`src/rtl/t_pulse_pkg.sv`:
```
// Shared types and widths for the t_pulse_gen debounce/pulse block.
package t_pulse_pkg;

  typedef enum logic [1:0] {
    IDLE         = 2'd0,
    PRESS_WAIT   = 2'd1,
    HELD         = 2'd2,
    RELEASE_WAIT = 2'd3
  } state_t;

  localparam int DCNT_W = 8;
  localparam int PW_W   = 4;

endpackage

```
`src/rtl/t_pulse_gen_sync2.sv`:
```
// Two-flop synchroniser bringing the asynchronous button input into the clk domain.
module sync2 (
  input  logic clk,
  input  logic reset,
  input  logic d,
  output logic q
);

  logic meta;

  // Two back-to-back flops; the first may go metastable, the second gives it a cycle to settle.
  always_ff @(posedge clk or negedge reset) begin
    if (!reset) begin
      meta <= 1'b0;
      q    <= 1'b0;
    end else begin
      meta <= d;
      q    <= meta;
    end
  end

endmodule

```
`src/rtl/t_pulse_gen.sv`:
```
// Debounced toggle-pulse generator feeding t_pulse_latch.
// btn_raw -> sync2 -> debounce FSM -> pulse stretcher -> t, with a wrapping pulse counter.
// Optional auto-repeat while held: define T_PULSE_GEN_AUTO_REPEAT_EN.
module t_pulse_gen
  import t_pulse_pkg::*;
#(
  parameter int DEBOUNCE_CYCLES = 4,
  parameter int PULSE_W         = 1,
  parameter int CNT_W           = 8
`ifdef T_PULSE_GEN_AUTO_REPEAT_EN
  ,
  parameter int REPEAT_CYCLES   = 16
`endif
) (
  input  logic             clk,
  input  logic             reset,
  input  logic             btn_raw,
  input  logic             en,
  output logic             t,
  output logic             stable,
  output logic [CNT_W-1:0] pulse_cnt
);

  localparam logic [DCNT_W-1:0] DEB_MATCH = DCNT_W'(DEBOUNCE_CYCLES);
  localparam logic [PW_W-1:0]   PW_LOAD   = PW_W'(PULSE_W - 1);

`ifdef T_PULSE_GEN_AUTO_REPEAT_EN
  localparam int RCNT_W = (REPEAT_CYCLES > 1) ? $clog2(REPEAT_CYCLES) : 1;
  localparam logic [RCNT_W-1:0] REP_MATCH = RCNT_W'(REPEAT_CYCLES - 1);
  logic [RCNT_W-1:0] rcnt;
`endif

  logic              btn_s;
  state_t            state;
  logic [DCNT_W-1:0] dcnt;
  logic [PW_W-1:0]   wcnt;
  logic              fire_req;
  logic              fire;

  sync2 u_sync (
    .clk   (clk),
    .reset (reset),
    .d     (btn_raw),
    .q     (btn_s)
  );

  // Fire requests come from an accepted press (and, with auto-repeat, from the repeat tick);
  // they are honoured only when enabled and no pulse is in flight, otherwise dropped.
  always_comb begin
    fire_req = 1'b0;
    if (state == PRESS_WAIT && btn_s && dcnt == DEB_MATCH) begin
      fire_req = 1'b1;
    end
`ifdef T_PULSE_GEN_AUTO_REPEAT_EN
    if (state == HELD && btn_s && rcnt == REP_MATCH) begin
      fire_req = 1'b1;
    end
`endif
    fire = fire_req && en && !t;
  end

  // Debounce FSM: a level change must persist for DEBOUNCE_CYCLES counted samples before it is accepted.
  always_ff @(posedge clk or negedge reset) begin
    if (!reset) begin
      state  <= IDLE;
      dcnt   <= '0;
      stable <= 1'b0;
`ifdef T_PULSE_GEN_AUTO_REPEAT_EN
      rcnt   <= '0;
`endif
    end else begin
      case (state)
        IDLE: begin
          if (btn_s) begin
            state <= PRESS_WAIT;
            dcnt  <= DCNT_W'(1);
          end
        end
        PRESS_WAIT: begin
          if (!btn_s) begin
            state <= IDLE;
            dcnt  <= '0;
          end else if (dcnt == DEB_MATCH) begin
            state  <= HELD;
            stable <= 1'b1;
            dcnt   <= '0;
`ifdef T_PULSE_GEN_AUTO_REPEAT_EN
            rcnt   <= '0;
`endif
          end else begin
            dcnt <= dcnt + DCNT_W'(1);
          end
        end
        HELD: begin
          if (!btn_s) begin
            state <= RELEASE_WAIT;
            dcnt  <= DCNT_W'(1);
          end
`ifdef T_PULSE_GEN_AUTO_REPEAT_EN
          else if (rcnt == REP_MATCH) begin
            rcnt <= '0;
          end else begin
            rcnt <= rcnt + RCNT_W'(1);
          end
`endif
        end
        RELEASE_WAIT: begin
          if (btn_s) begin
            state <= HELD;
            dcnt  <= '0;
          end else if (dcnt == DEB_MATCH) begin
            state  <= IDLE;
            stable <= 1'b0;
            dcnt   <= '0;
`ifdef T_PULSE_GEN_AUTO_REPEAT_EN
            rcnt   <= '0;
`endif
          end else begin
            dcnt <= dcnt + DCNT_W'(1);
          end
        end
        default: begin
          state <= IDLE;
          dcnt  <= '0;
        end
      endcase
    end
  end

  // Pulse stretcher and counter: hold t for PULSE_W cycles and count each pulse on its first cycle.
  always_ff @(posedge clk or negedge reset) begin
    if (!reset) begin
      t         <= 1'b0;
      wcnt      <= '0;
      pulse_cnt <= '0;
    end else if (fire) begin
      t         <= 1'b1;
      wcnt      <= PW_LOAD;
      pulse_cnt <= pulse_cnt + CNT_W'(1);
    end else if (t) begin
      if (wcnt == '0) begin
        t <= 1'b0;
      end else begin
        wcnt <= wcnt - PW_W'(1);
      end
    end
  end

endmodule

```
`config.mk`:
```
export PLATFORM = sky130hd
export DESIGN_NAME = t_pulse_gen
export DESIGN_NICKNAME = d
export VERILOG_FILES = /design/src/rtl/t_pulse_pkg.sv /design/src/rtl/t_pulse_gen_sync2.sv /design/src/rtl/t_pulse_gen.sv
export SDC_FILE = /design/constraint.sdc
export NUM_CORES = 1
export LEC_CHECK = 0
export ABC_AREA = 1
export CORE_MARGIN = 2
export CORE_UTILIZATION = 40
export CTS_BUF_LIST = sky130_fd_sc_hd__clkbuf_8 sky130_fd_sc_hd__clkbuf_16
export DETAILED_ROUTE_END_ITERATION = 10
export GPL_ROUTABILITY_DRIVEN = 0
export PLACE_DENSITY_LB_ADDON = 0.1
export SYNTH_ARGS = -nofsm -noshare
export SYNTH_HDL_FRONTEND = slang
export SYNTH_SLANG_ARGS = --single-unit
```
`constraint.sdc`:
```
create_clock -name clk -period 3.4 [get_ports clk]
set_input_delay 0.51 -clock clk [delete_from_list [all_inputs] [get_ports clk]]
set_output_delay 0.51 -clock clk [all_outputs]
set_load 0.05 [all_outputs]
```
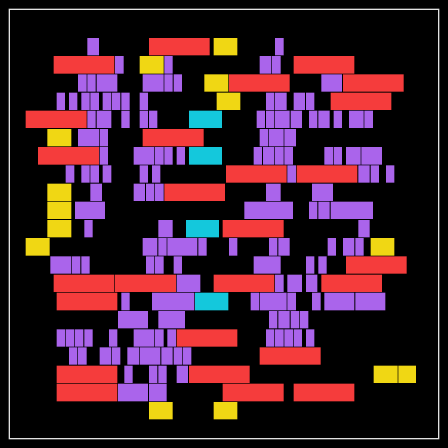
(run_1/placement_by_type.png)
other buffers and delay cells: shown in yellow, cells 14. clock drivers and dummy loads: shown in cyan, cells 4. flops: shown in red, cells 26. combinational and other logic: shown in purple, cells 146.
post-layout instance area: 1680 sq um
Final Util: 49.5%
cell row count: 21
Core ar.: 3390 sq um

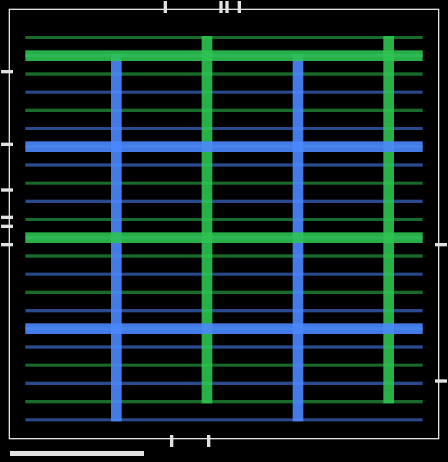
(run_1/power_grid.png)
Bar = 20 microns. Pins as bars on the die edge.
VDD: shown in green. VSS: shown in blue.
4 straps on met4. 4 straps on met5.
Max IR drop VDD: 0.000284 V
die height: 64.0 microns
die span in x: 64.0 microns

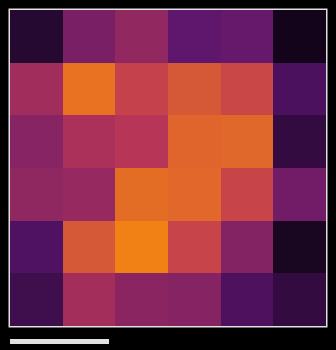
(run_1/cell_density.png)
Bar = 20 microns. 6 x 6 tiles, from black (low) to pale yellow (high), 0 to 100% covered.
The mean over all tiles is 40%. The densest ninth of the die: center. The emptiest ninth of the die: south-east.
Initial Util: 42.4%

## run 1: through the flow
step / area [sq um] / utilization, %
2_1_floorplan: 1440 / -
3_3_place_gp: 1620 / 47.8
3_5_place_dp: 1620 / 47.8
4_1_cts: 1680 / 49.5
5_1_grt: 1680 / 49.5
6_report: 1680 / 49.5
## run 1: final cells by class
class / count / area (sq um)
Fill cell: 324 / 1710
Multi-Input combinational cell: 121 / 682
Clock buffer: 4 / 55.1
Sequential cell: 26 / 651
Tap cell: 46 / 57.6
Timing Repair Buffer: 14 / 138
Inverter: 25 / 93.8
## run 1: registers in the layout (all words and copies together) (netlist names), named ones only
name         cells
pulse_cnt        8
wcnt             4
u_sync.meta      1
state            1
stable           1
u_sync.q         1
dcnt             8
t                1
## run 1: worst paths after layout
path,start,to,slack (ns),cells past startpoint
max in group asynchronous,reset,pulse_cnt[4],2.54,2
hold reg to reg,u_sync.meta,u_sync.q,0.36,0
min in group asynchronous,reset,dcnt[1],0.60,2
hold / removal,u_sync.meta,u_sync.q,0.36,0
setup reg to reg,dcnt[0],pulse_cnt[4],1.92,7
setup / recovery,t,t,1.27,1
## run 1: kinds of logic after synthesis
family | Yosys count | synth area share (%)
xor+xnor | 9 | 5.48
flops | 26 | 45.3
compound gates | 16 | 6.18
fa+ha+maj | 5 | 4.35
buf+inv | 26 | 7.31
simple gates | 91 | 31.4
## run 1: layout by cell type (no fill, tap or decap), drive strengths merged
cell	n
inv	25
a21oi	5
clkbuf	4
xnor2	3
nand3	12
nand2	55
xor2	6
ha	5
nand4	4
o22ai	2
buf	1
o21ai	8
dfrtp	26
o211ai	1
clkdlybuf4s50	13
nor2	20
## run 1: metal layers
layer	GRT usage, %	up-vias	share of wire, %
li1	-	578	-
met1	17.9	491	50
met2	26.6	8	48
met3	2.29	2	1.7
met4	5.71	0	0.79
met5	0	-	0
## run 1: power breakdown
part	leakage (nW)	switching, mW	internal [mW]
registers	0.351	0.0339	0.343
clock network	0.0288	0.0967	0.103
logic	0.453	0.143	0.0733
## run 1: synth_stat cells (all sizes together)
| cell type | instances | share of area [%] |
|---|---|---|
| o211ai | 1 | 0.52 |
| ha | 5 | 4.4 |
| o21ai | 8 | 3.0 |
| a21oi | 5 | 1.7 |
| nand3 | 12 | 6.3 |
| nand4 | 4 | 2.2 |
| nor2 | 20 | 8.4 |
| xor2 | 6 | 3.7 |
| dfrtp | 26 | 45 |
| buf | 1 | 0.78 |
| o22ai | 2 | 0.87 |
| nand2 | 55 | 15 |
| xnor2 | 3 | 1.8 |
| inv | 25 | 6.5 |
==> impl_metrics.json, run 1 <==
{
  "outcome": "finished, final reports clean",
  "min_path_type": "flop to flop",
  "vias_per_cell": 4.57,
  "num_antenna_cells": 0,
  "critical_path_required_ns": 2.89,
  "rsz0062_at_grt": "no",
  "synthesis.area_sq_um": 1440,
  "period_used_pct": 62.7,
  "synthToLayoutAreaGrowth_pct": 16.6,
  "startpoint_type": "flop",
  "numSynthFlops": 26,
  "final.setup.worst_slack_ns": 1.27,
  "drc": 0,
  "first_pass_iters": 4,
  "cp_slowest_cell": "clkdlybuf4s50_1",
  "finalNonFillerCells": 236,
  "postCtsSetupRepairBufs": 0,
  "syn_avg_cell_area_sq_um": 8.31,
  "cts.clk_slew.worst_paths_ns": 0.09,
  "yosysChipArea_sq_um": 1440,
  "hold_violations": 0,
  "dpl.hpwl_microns": 1900,
  "h-tree-depth": 1,
  "fin_crit_ns": 2.13,
  "drive_gt1_share_pct": 9.47,
  "detail-route-antenna-nets": 0,
  "warnings": 28,
  "setup_tns_ns": 0,
  "io_buffers": 13,
  "routedWlPerCell_microns": 10.7,
  "die-area_sq_um": 4090,
  "cts_buffer_depth": 2,
  "slew_viol_final": 0,
  "dp_cells": 232,
  "worstPathCellList": "clkdlybuf4s50_1",
  "cts_made_buffers": 3,
  "ys_cells": 173,
  "arrival_ns": 1.62,
  "cts-resized-gates": 0,
  "clk_latency_ns": 0.27,
  "cp_max_fo": 7
}
==> run_1/io_fan.png <==
Bar = 20 microns.
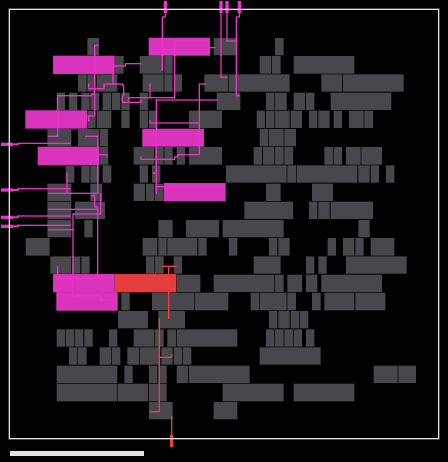

--- run 2 (diff from run 1) ---
==> constraint.sdc (replaced) <==
create_clock -name clk -period 2.21 [get_ports clk]
set_input_delay 0.3315 -clock clk [delete_from_list [all_inputs] [get_ports clk]]
set_output_delay 0.3315 -clock clk [all_outputs]
set_load 0.05 [all_outputs]
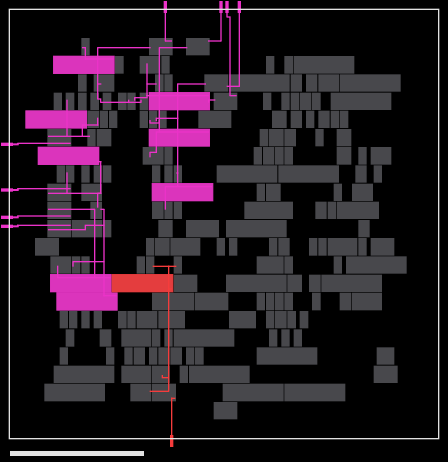
(run_2/io_fan.png)
Bar = 20 microns.
pulse_cnt: shown in magenta, bits 8, direction output, edge 4 west, 4 north, end cells 8, buffers 8, wire 278 microns. t: shown in red, bits 1, direction output, edge south, end cells 1, buffers 1, wire 32.6 microns.
PortBufs: 13
Top Ports: 14

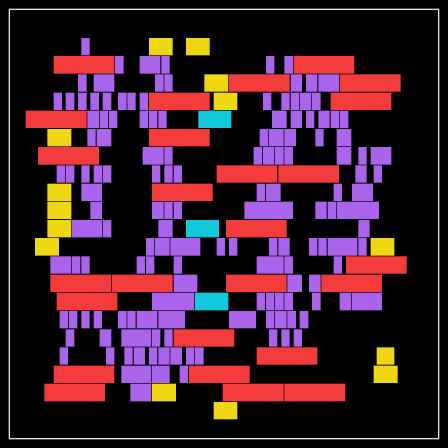
(run_2/placement_by_type.png)
clock drivers: shown in cyan, cells 3. flops: shown in red, cells 26. other buffers and delay cells: shown in yellow, cells 14. combinational and other logic: shown in purple, cells 146.
Final Util: 49.1%
sequential share of cell area: 39.1%
post-layout instance area: 1660 sq um

==> run 2 against run 1 <==
  * Clock skew barely moved
  * Largest cell class unchanged
  * Die size unchanged
  * Synthesized area unchanged
==> impl_metrics.json, run 2 <==
{
  "outcome": "finished, final reports clean",
  "postCtsSetupRepairBufs": 0,
  "clk_latency_ns": 0.26,
  "vias_per_cell": 4.59,
  "num_antenna_cells": 0,
  "final_cell_mix": "nand2_1, dfrtp_1, inv_1, nor2_1, clkdlybuf4s50_1",
  "numSynthFlops": 26,
  "routedWlPerCell_microns": 10.4,
  "hold_violations": 0,
  "die-area_sq_um": 4090,
  "finalNonFillerCells": 235,
  "register_area_sq_um": 651,
  "h-tree-depth": 1,
  "vdd_ir_drop_max_v": 0.000419,
  "period_used_pct": 87.9,
  "slew_viol_final": 0,
  "ys_cells": 173,
  "startpoint_type": "flop",
  "rows": 21,
  "synth_top_area_share_pct": 45.3,
  "yosysChipArea_sq_um": 1440,
  "worstPathCellList": "clkdlybuf4s50_1",
  "syn_avg_cell_area_sq_um": 8.31,
  "synth_area_leader_cell": "dfrtp_1",
  "drc": 0,
  "synthToLayoutAreaGrowth_pct": 15.7,
  "fp.dieH_microns": 64.0,
  "min_path_type": "flop to flop",
  "core-area_sq_um": 3390,
  "cts_buffer_depth": 2,
  "ff_type": "dfrtp_1",
  "setup_tns_ns": 0,
  "critical_path_required_ns": 1.88,
  "cp_slowest_cell": "clkdlybuf4s50_1",
  "comb_area_sq_um": 682,
  "synthesis.area_sq_um": 1440,
  "dpl.hpwl_microns": 1870,
  "arrival_ns": 1.61,
  "rsz0062_at_grt": "no",
  "topCellsByArea": "dfrtp_1, nand2_1, inv_1",
  "top_cell": "nand2_1",
  "edf_count": 0,
  "cts_made_buffers": 3,
  "fill_cells": 331,
  "layout_top_cell": "nand2_1",
  "largest_registers": "dcnt (8), pulse_cnt (8), wcnt (4)",
  "warnings": 28
}
## run 2: cell counts after synthesis
No cell type changed its count.
## run 2: cell type report
type,count,share of cell area (%)
repair buffers,14,8.28
clock buffers,3,2.48
well taps,46,3.46
flip-flops and latches,26,39.1
multi-input cells,121,41.0
inverters,25,5.64
## run 2: final timing paths
path	from	endpoint	slack, ns	cells after the start
worst min-delay path	u_sync.meta	u_sync.q	0.35	0
max in group asynchronous	reset	dcnt[5]	1.53	2
worst max register to register	dcnt[0]	pulse_cnt[5]	0.74	7
worst max-delay path	t	t	0.27	1
worst min register to register	u_sync.meta	u_sync.q	0.35	0
min in group asynchronous	reset	wcnt[2]	0.44	2
## run 2: layer usage
metal	vias up	share of wire (%)	global-route usage, %
met1	492	49	17.8
met5	-	0	0
met2	10	49	24.6
li1	574	-	-
met4	0	0.82	5.71
met3	2	2.0	1.76
## run 2: report_power, final
part / switching, mW / internal [mW]
Sequential: 0.0505 / 0.527
Clock: 0.137 / 0.122
Combinational: 0.217 / 0.112
## run 2: logic make-up (layout without fill, tap and decap cells)
kind of cell               after synthesis  in the layout  share of synthesized area, %
AOI/OAI and AO/OA                       16             16                          6.18
and+or+nand+nor                         91             91                          31.4
buffers and inverters                   26             42                          7.31
xor gates and xnor gates                 9              9                          5.48
adders and majority gates                5              5                          4.35
DFF                                     26             26                          45.3
## run 2: through the flow
step | cell area [sq um] | hold slack, ns | util (%) | power, mW | worst slack [ns]
detailed placement | 1620 | 0.345 | 47.8 | 0.923 | 0.550
global placement | 1620 | 0.336 | 47.8 | 0.919 | 0.553
floorplan | 1440 | 0.0359 | - | 0.830 | 0.672
CTS | 1660 | 0.355 | 49.1 | 1.19 | 0.248
finish | 1660 | 0.353 | 49.1 | 1.17 | 0.268
global route | 1660 | 0.383 | 49.1 | 1.27 | 0.211
## run 2: worst reg2reg max path, delay by kind of cell, from the launching register on
kind          cells  cell delay [ns]
fa+ha+maj         1             0.19
flops             1             0.42
simple gates      5             0.67
buf+inv           1             0.09
==> run_2/cell_density.png <==
Bar = 20 microns. 6 x 6 tiles, from black (low) to pale yellow (high), 0 to 100% covered.
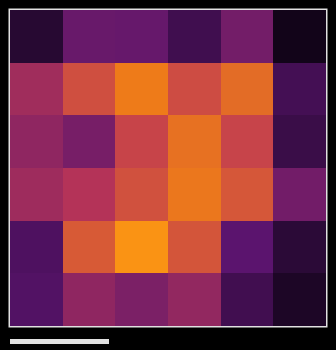

--- run 3 (diff from run 2) ---
--- a/config.mk
+++ b/config.mk
@@ -5,10 +5,10 @@
 export SDC_FILE = /design/constraint.sdc
 export NUM_CORES = 1
 export LEC_CHECK = 0
-export ABC_AREA = 1
 export CORE_MARGIN = 2
 export CORE_UTILIZATION = 40
 export CTS_BUF_LIST = sky130_fd_sc_hd__clkbuf_8 sky130_fd_sc_hd__clkbuf_16
+export CTS_CLUSTER_DIAMETER = 150
 export DETAILED_ROUTE_END_ITERATION = 10
 export GPL_ROUTABILITY_DRIVEN = 0
 export PLACE_DENSITY_LB_ADDON = 0.1
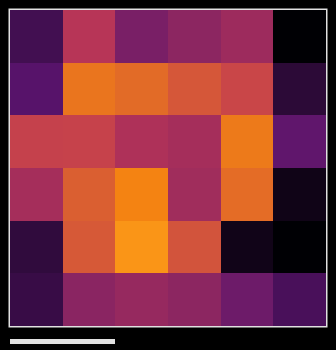
(run_3/cell_density.png)
Bar = 20 microns. 6 x 6 tiles, from black (low) to pale yellow (high), 0 to 100% covered.
The mean over all tiles is 40%. 5.6% of the tiles are nearly empty. The emptiest ninth of the die: south-east. 2.8% of the tiles are over 75% full. The fullest tile reaches 77%.
Initial Util: 41.4%
Final Util: 49.3%

==> run 3 against run 2 <==
  * Wire length down 14%
  * Combinational power grew 16%
  * Non-clock buffer count is 1 higher
  * Global-route usage down 0.49 points
  * Critical path type is now flop to flop
  * Largest power group unchanged
  * Highest routed layer unchanged
==> impl_metrics.json, run 3 <==
{
  "synthToLayoutAreaGrowth_pct": 19.0,
  "grtUsageMet2_pct": 19.1,
  "synthesis.area_sq_um": 1250,
  "edf_count": 0,
  "h-tree-depth": 1,
  "switching_share_pct": 34.4,
  "layout_top_cell": "dfrtp_1",
  "drc": 0,
  "mux_area_share_pct": 1.79,
  "postCtsSetupRepairBufs": 0,
  "outcome": "finished, final reports clean",
  "logic_family": "simple AND/OR/NAND/NOR gates",
  "finalNonFillerCells": 174,
  "min_path_type": "flop to flop",
  "hold_violations": 0,
  "comb_area_sq_um": 566,
  "simple_gate_area_share_pct": 19.8,
  "fill_cells": 269,
  "combPwrFrac_pct": 29.5,
  "register_area_sq_um": 651,
  "numSynthFlops": 26,
  "place_ws_ns": 0.314,
  "dpl.hpwl_microns": 1520,
  "period_used_pct": 86.3,
  "startpoint_type": "flop"
}
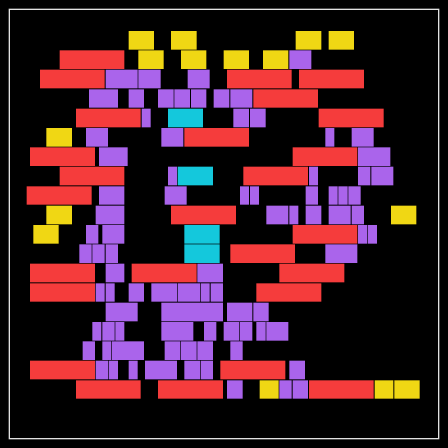
(run_3/placement_by_type.png)
flops: shown in red, cells 26. other buffers and delay cells: shown in yellow, cells 15. combinational and other logic: shown in purple, cells 85. clock drivers and dummy loads: shown in cyan, cells 4.
post-layout instance area: 1490 sq um
sequential share of cell area: 43.6%
cell row count: 20
Core ar.: 3030 sq um

## run 3: logic make-up after synthesis
| logic type | count (synthesis) |
|---|---|
| simple gates | 41 |
| flops | 26 |
| compound gates | 19 |
| xor+xnor | 12 |
| buf+inv | 8 |
| fa+ha+maj | 5 |
| mux | 2 |
## run 3: cell type report
class	count	area share (%)
clock buffer	4	3.69
inverter	6	1.51
multi-input combinational	79	37.9
sequential	26	43.6
tap	44	3.69
timing repair buffer	15	9.72
## run 3: per-stage QoR
| stage | hold WS [ns] | cell area (sq um) | power (mW) |
|---|---|---|---|
| after floorplan | 0.0359 | 1250 | 0.887 |
| after CTS | 0.362 | 1490 | 1.32 |
| after global placement | 0.335 | 1440 | 0.996 |
| after global routing | 0.366 | 1490 | 1.40 |
| after detailed placement | 0.341 | 1440 | 1.01 |
| final | 0.356 | 1490 | 1.29 |
## run 3: worst paths after layout
kind	startpoint	to	slack, ns
setup reg to reg	dcnt[0]	dcnt[4]	0.30
max in group asynchronous	reset	u_sync.q	1.53
min in group asynchronous	reset	dcnt[3]	0.43
hold / removal	u_sync.meta	u_sync.q	0.36
hold reg to reg	u_sync.meta	u_sync.q	0.36
setup / recovery	dcnt[0]	dcnt[4]	0.30
## run 3: per-layer routing
| layer | wire, microns | up-vias |
|---|---|---|
| met5 | 0 | - |
| met4 | 8 | 0 |
| met3 | 68 | 2 |
| met2 | 910 | 13 |
| met1 | 1130 | 428 |
| li1 | - | 431 |
## run 3: power groups by stage
stage                     sequential [mW]  clock, mW  combinational, mW
after floorplan                     0.655          0              0.232
after global placement              0.622          0              0.374
after detailed placement            0.623          0              0.383
after CTS                           0.613      0.315              0.387
after global routing                0.630      0.336              0.435
final                               0.613      0.298              0.382
## run 3: worst max-delay path, cell delays in order, from the launching register on
cell,delay [ns]
dfrtp_1,0.39
inv_1,0.07
ha_1,0.19
nor3b_2,0.19
a211oi_2,0.55
buf_4,0.24
nand2b_1,0.06
a31oi_1,0.15
Power figures rest on the tool's default switching activity, not on a simulated workload.
